[src/rtl/zle_pkg.sv]
`default_nettype none
// ============================================================================
// Module   : zle_pkg
// Purpose  : Shared definitions for the zero-length-encoding decoder:
//            FSM state encoding, default widths and the tag bit position.
// Ports    : none (package)
// Revision : 1.0 - initial release
// ============================================================================
package zle_pkg;

    // Decoder states. PASS forwards tokens; EXPAND emits the remaining
    // zeros of a run.
    typedef enum logic [0:0] {
        PASS   = 1'b0,
        EXPAND = 1'b1
    } state_t;

    localparam int DEF_WIDTH = 16;
    localparam int DEF_CNTW  = 4;

    // The tag sits directly above the data field.
    localparam int DEF_TAG_BIT = DEF_WIDTH;

    function automatic int tag_bit(input int width);
        return width;
    endfunction

endpackage
`default_nettype wire

[src/rtl/zle_decode_if.sv]
`default_nettype none
// ============================================================================
// Module   : zle_decode_if
// Purpose  : Token-in / word-out stream bundle for zle_decode.
// Signals  : i_d  encoded token (tag at bit WIDTH)
//            i_v  token valid            i_b  token back-pressure
//            o_d  decoded word           o_v  word valid
//            o_b  word back-pressure
// Modports : master - stream producer/consumer around the decoder
//            slave  - the decoder itself
// Revision : 1.0 - initial release
// ============================================================================
interface zle_decode_if
    import zle_pkg::*;
#(
    parameter int WIDTH = DEF_WIDTH
);
    logic [WIDTH:0]   i_d;
    logic             i_v;
    logic             i_b;
    logic [WIDTH-1:0] o_d;
    logic             o_v;
    logic             o_b;

    modport master (
        output i_d, i_v, o_b,
        input  i_b, o_d, o_v
    );

    modport slave (
        input  i_d, i_v, o_b,
        output i_b, o_d, o_v
    );
endinterface
`default_nettype wire

[src/rtl/zle_decode_fsm.sv]
`default_nettype none
// ============================================================================
// Module   : zle_decode_fsm
// Purpose  : Control for the ZLE decoder: PASS/EXPAND state, remaining run
//            count and both handshakes.
// Ports    : clock, reset (async, active-low)
//            in_valid  token valid          in_tag    token tag (1 = run)
//            in_count  run count field      out_stall downstream back-pressure
//            in_stall  token back-pressure  out_valid output word valid
//            out_zero  current output word is a zero from a run token
// Revision : 1.0 - initial release
// ============================================================================
module zle_decode_fsm
    import zle_pkg::*;
#(
    parameter int CNTW = DEF_CNTW
) (
    input  logic            clock,
    input  logic            reset,
    input  logic            in_valid,
    input  logic            in_tag,
    input  logic [CNTW-1:0] in_count,
    input  logic            out_stall,
    output logic            in_stall,
    output logic            out_valid,
    output logic            out_zero
);

    state_t          state;
    state_t          state_next;
    logic [CNTW-1:0] rem;
    logic [CNTW-1:0] rem_next;

    // State register
    always_ff @(posedge clock or negedge reset) begin
        if (!reset) begin
            state <= PASS;
            rem   <= '0;
        end else begin
            state <= state_next;
            rem   <= rem_next;
        end
    end

    // Next-state logic. A run token emits its first zero in PASS, so only
    // the remaining count (n) is loaded for EXPAND; n == 0 never leaves PASS.
    always_comb begin
        state_next = state;
        rem_next   = rem;
        case (state)
            PASS: begin
                if (in_valid && !out_stall && in_tag && (in_count != '0)) begin
                    state_next = EXPAND;
                    rem_next   = in_count;
                end
            end
            EXPAND: begin
                if (!out_stall) begin
                    if (rem == CNTW'(1)) begin
                        state_next = PASS;
                    end
                    rem_next = rem - CNTW'(1);
                end
            end
            default: begin
                state_next = PASS;
                rem_next   = '0;
            end
        endcase
    end

    // Output logic. In PASS a token is only taken when the word can leave
    // in the same cycle, which gives zero latency without a holding register.
    always_comb begin
        in_stall  = 1'b1;
        out_valid = 1'b0;
        out_zero  = 1'b0;
        case (state)
            PASS: begin
                if (in_valid && !out_stall) begin
                    in_stall  = 1'b0;
                    out_valid = 1'b1;
                    out_zero  = in_tag;
                end
            end
            EXPAND: begin
                out_valid = 1'b1;
                out_zero  = 1'b1;
            end
            default: begin
                in_stall  = 1'b1;
                out_valid = 1'b0;
                out_zero  = 1'b0;
            end
        endcase
    end

endmodule
`default_nettype wire

[src/rtl/zle_decode.sv]
`default_nettype none
// ============================================================================
// Module   : zle_decode
// Purpose  : Zero-length-encoding stream decoder. Data tokens pass through
//            unchanged; a run token with count n expands to n+1 zero words.
// Ports    : clock   rising-edge clock
//            reset   asynchronous, active-low reset
//            bus     zle_decode_if.slave (i_d/i_v/i_b in, o_d/o_v/o_b out)
//            zcount  running total of zeros emitted from run tokens
//                    (only when ZLE_DECODE_CNT_EN is defined)
// Config   : ZLE_DECODE_CNT_EN - adds the zcount port and its counter.
// Revision : 1.0 - initial release
// ============================================================================
module zle_decode
    import zle_pkg::*;
#(
    parameter int WIDTH = DEF_WIDTH,
    parameter int CNTW  = DEF_CNTW
) (
    input  logic        clock,
    input  logic        reset,
    zle_decode_if.slave bus
`ifdef ZLE_DECODE_CNT_EN
    ,
    output logic [31:0] zcount
`endif
);

    localparam int TAG = tag_bit(WIDTH);

    logic in_stall;
    logic out_valid;
    logic out_zero;

    zle_decode_fsm #(
        .CNTW (CNTW)
    ) u_fsm (
        .clock     (clock),
        .reset     (reset),
        .in_valid  (bus.i_v),
        .in_tag    (bus.i_d[TAG]),
        .in_count  (bus.i_d[CNTW-1:0]),
        .out_stall (bus.o_b),
        .in_stall  (in_stall),
        .out_valid (out_valid),
        .out_zero  (out_zero)
    );

    assign bus.i_b = in_stall;
    assign bus.o_v = out_valid;

    // Data words come straight from the token; run zeros and idle cycles
    // both force the bus to zero.
    assign bus.o_d = (out_valid && !out_zero) ? bus.i_d[WIDTH-1:0] : '0;

`ifdef ZLE_DECODE_CNT_EN
    // Counts only zeros that actually transfer; a plain data word of value
    // zero is not part of a run and is not counted.
    always_ff @(posedge clock or negedge reset) begin
        if (!reset) begin
            zcount <= '0;
        end else if (out_valid && out_zero && !bus.o_b) begin
            zcount <= zcount + 32'd1;
        end
    end
`endif

endmodule
`default_nettype wire
[src/flat_wrapper.sv]
// flat-port wrapper written by rule: the top's interface ports become plain ports
module zle_decode_flat import zle_pkg::*;
#(
    parameter int WIDTH = DEF_WIDTH,
    parameter int CNTW  = DEF_CNTW
)
  (clock, reset, bus_i_d, bus_i_v, bus_o_b, bus_i_b, bus_o_d, bus_o_v);
  zle_decode_if #(.WIDTH(WIDTH)) bus_i ();
  input  logic clock;
  input  logic reset;
  input wire logic [$bits(bus_i.i_d)-1:0] bus_i_d;
  input wire logic [$bits(bus_i.i_v)-1:0] bus_i_v;
  input wire logic [$bits(bus_i.o_b)-1:0] bus_o_b;
  output wire logic [$bits(bus_i.i_b)-1:0] bus_i_b;
  output wire logic [$bits(bus_i.o_d)-1:0] bus_o_d;
  output wire logic [$bits(bus_i.o_v)-1:0] bus_o_v;
  assign bus_i.i_d = bus_i_d;
  assign bus_i.i_v = bus_i_v;
  assign bus_i.o_b = bus_o_b;
  assign bus_i_b = bus_i.i_b;
  assign bus_o_d = bus_i.o_d;
  assign bus_o_v = bus_i.o_v;
  zle_decode #(.WIDTH(WIDTH), .CNTW(CNTW)) u_core (.clock(clock), .reset(reset), .bus(bus_i));
endmodule
[config.mk]
export PLATFORM = sky130hd
export DESIGN_NAME = zle_decode_flat
export DESIGN_NICKNAME = d
export VERILOG_FILES = /design/src/rtl/zle_pkg.sv /design/src/rtl/zle_decode_if.sv /design/src/rtl/zle_decode_fsm.sv /design/src/rtl/zle_decode.sv /design/src/flat_wrapper.sv
export SDC_FILE = /design/constraint.sdc
export NUM_CORES = 1
export LEC_CHECK = 0
export ABC_AREA = 0
export CAP_MARGIN = 5
export CORE_UTILIZATION = 34
export DETAILED_ROUTE_END_ITERATION = 10
export PLACE_DENSITY = 0.76
export SYNTH_ARGS = -nofsm -noshare
export SYNTH_HDL_FRONTEND = slang
export SYNTH_HIERARCHICAL = 1
export SYNTH_SLANG_ARGS = --single-unit
[constraint.sdc]
create_clock -name clock -period 1.75 [get_ports clock]
set_input_delay 0.4375 -clock clock [delete_from_list [all_inputs] [get_ports clock]]
set_output_delay 0.4375 -clock clock [all_outputs]
set_load 0.02 [all_outputs]
Track usage over the die:
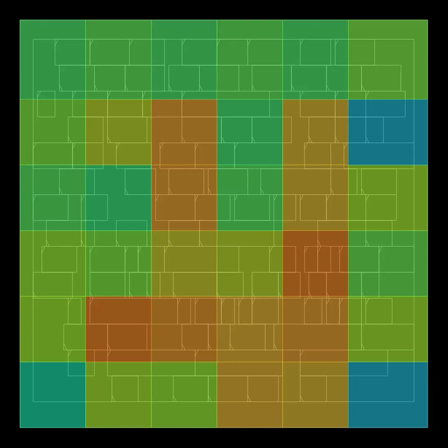
Avg WL per Cell: 13.8 um
global routing met3 resource utilization: 0.0638
GRT busiest layer: met2
routing usage on met2: 0.336
Total Routing Usage GR: 0.198

Clock wires, drivers and flops:
Scale: 12 px per um.
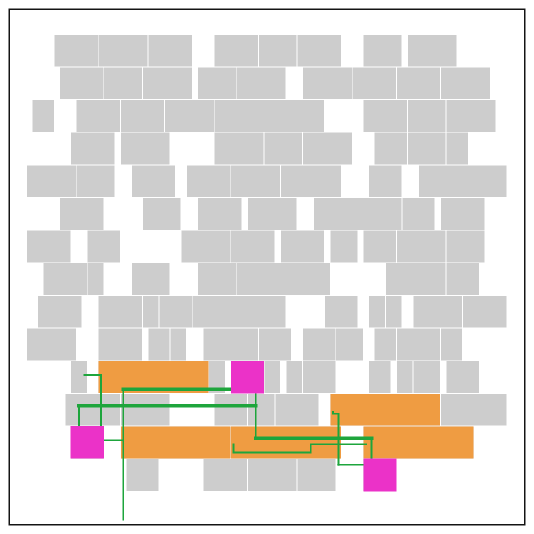
[clock wires] green | length: 85.6 um
[flip-flops] orange | count: 5
[clock-net drivers] magenta | count: 3
routed clock nets: 4
power of the clock network: 0.134 mW
clk_lat worst skew: 0.24 ns

## cell type report
| cell class | count | area (sq um) | share of cell area |
|---|---|---|---|
| sequential | 5 | 125 | 0.109 |
| tap | 16 | 20.0 | 0.0174 |
| clock buffer | 4 | 26.3 | 0.0229 |
| inverter | 5 | 18.8 | 0.0163 |
| timing repair buffer | 52 | 527 | 0.458 |
| multi-input combinational | 46 | 433 | 0.376 |
## power groups by stage
stage	Clock (mW)	Combinational [mW]	Sequential [mW]
after floorplan	0	0.588	0.238
after global placement	0	0.946	0.243
after detailed placement	0	0.980	0.244
after CTS	0.138	0.964	0.248
after global routing	0.157	1.21	0.262
final	0.134	1.13	0.252
## synthesized netlist by cell type (2+ instances only)
master | count | area share
sky130_fd_sc_hd__and3b_1 | 10 | 0.15
sky130_fd_sc_hd__and3b_2 | 6 | 0.11
sky130_fd_sc_hd__dfrtp_1 | 5 | 0.22
sky130_fd_sc_hd__inv_1 | 5 | 0.033
sky130_fd_sc_hd__nor2_1 | 4 | 0.026
sky130_fd_sc_hd__buf_6 | 2 | 0.040
sky130_fd_sc_hd__ha_1 | 2 | 0.044
sky130_fd_sc_hd__mux2_1 | 2 | 0.040
sky130_fd_sc_hd__mux2i_1 | 2 | 0.035
sky130_fd_sc_hd__nand2b_1 | 2 | 0.022
sky130_fd_sc_hd__nor3_1 | 2 | 0.018
sky130_fd_sc_hd__o31ai_1 | 2 | 0.026
## through the flow
| stage | TNS (ns) | setup WS, ns |
|---|---|---|
| finish | -1.72 | -0.116 |
| global route | -2.30 | -0.159 |
| CTS | -1.31 | -0.107 |
| detailed placement | -16.69 | -0.923 |
| global placement | -16.05 | -0.890 |
| floorplan | 0 | 0.00179 |
## sequential cells by signal (all words and copies together), names as in the netlist
signal / cells
u_core/u_fsm/state: 1
u_core/u_fsm/rem: 4
==> run notes <==
Results of the flow run.

The checks that failed: setup timing. Once placement completed, the tool counted placed cells totaling approximately 120. The flow ran to the end, but the final reports show violations. The minimum setup slack among reg-to-reg paths stands at approximately 0.25 ns.

Across all hold checks on the routed design, the worst slack comes to 0.411 ns. The full die area stands at 1830 sq um. Leaving out fill and tap cells, the most frequent cell in the layout is sky130_fd_sc_hd__buf_6. The timing report gives the biggest stage delay along the critical path as about 0.4 ns. The routed wire length stands at 1.77 mm.

The placer congestion estimate stands at 0.717. The switching share of total power stands at 0.413. Port buffering added 38 buffers. The final timing report gives a worst setup slack of -0.116 ns. Among all stages on the critical path, the largest delay is contributed by sky130_fd_sc_hd__dfrtp_1. The number of endpoints failing setup at the final stage stands at 16. The total clock buffers created by CTS stands at 3.

The script reports the combined buffer and inverter count of the critical path as 3. Setup repair after global routing could not meet its margin everywhere. The combinational power share stands at 0.746.

The leakage component of the power was reported as 0.590 nW. For the worst flop-to-flop path, the logic depth is 4. The remaining max-slew budget at the tightest pin stands at 0.789.

Power spread over the standard cell area amounts to 1320 nW/um^2.
Power and IR drop assume default switching activity.
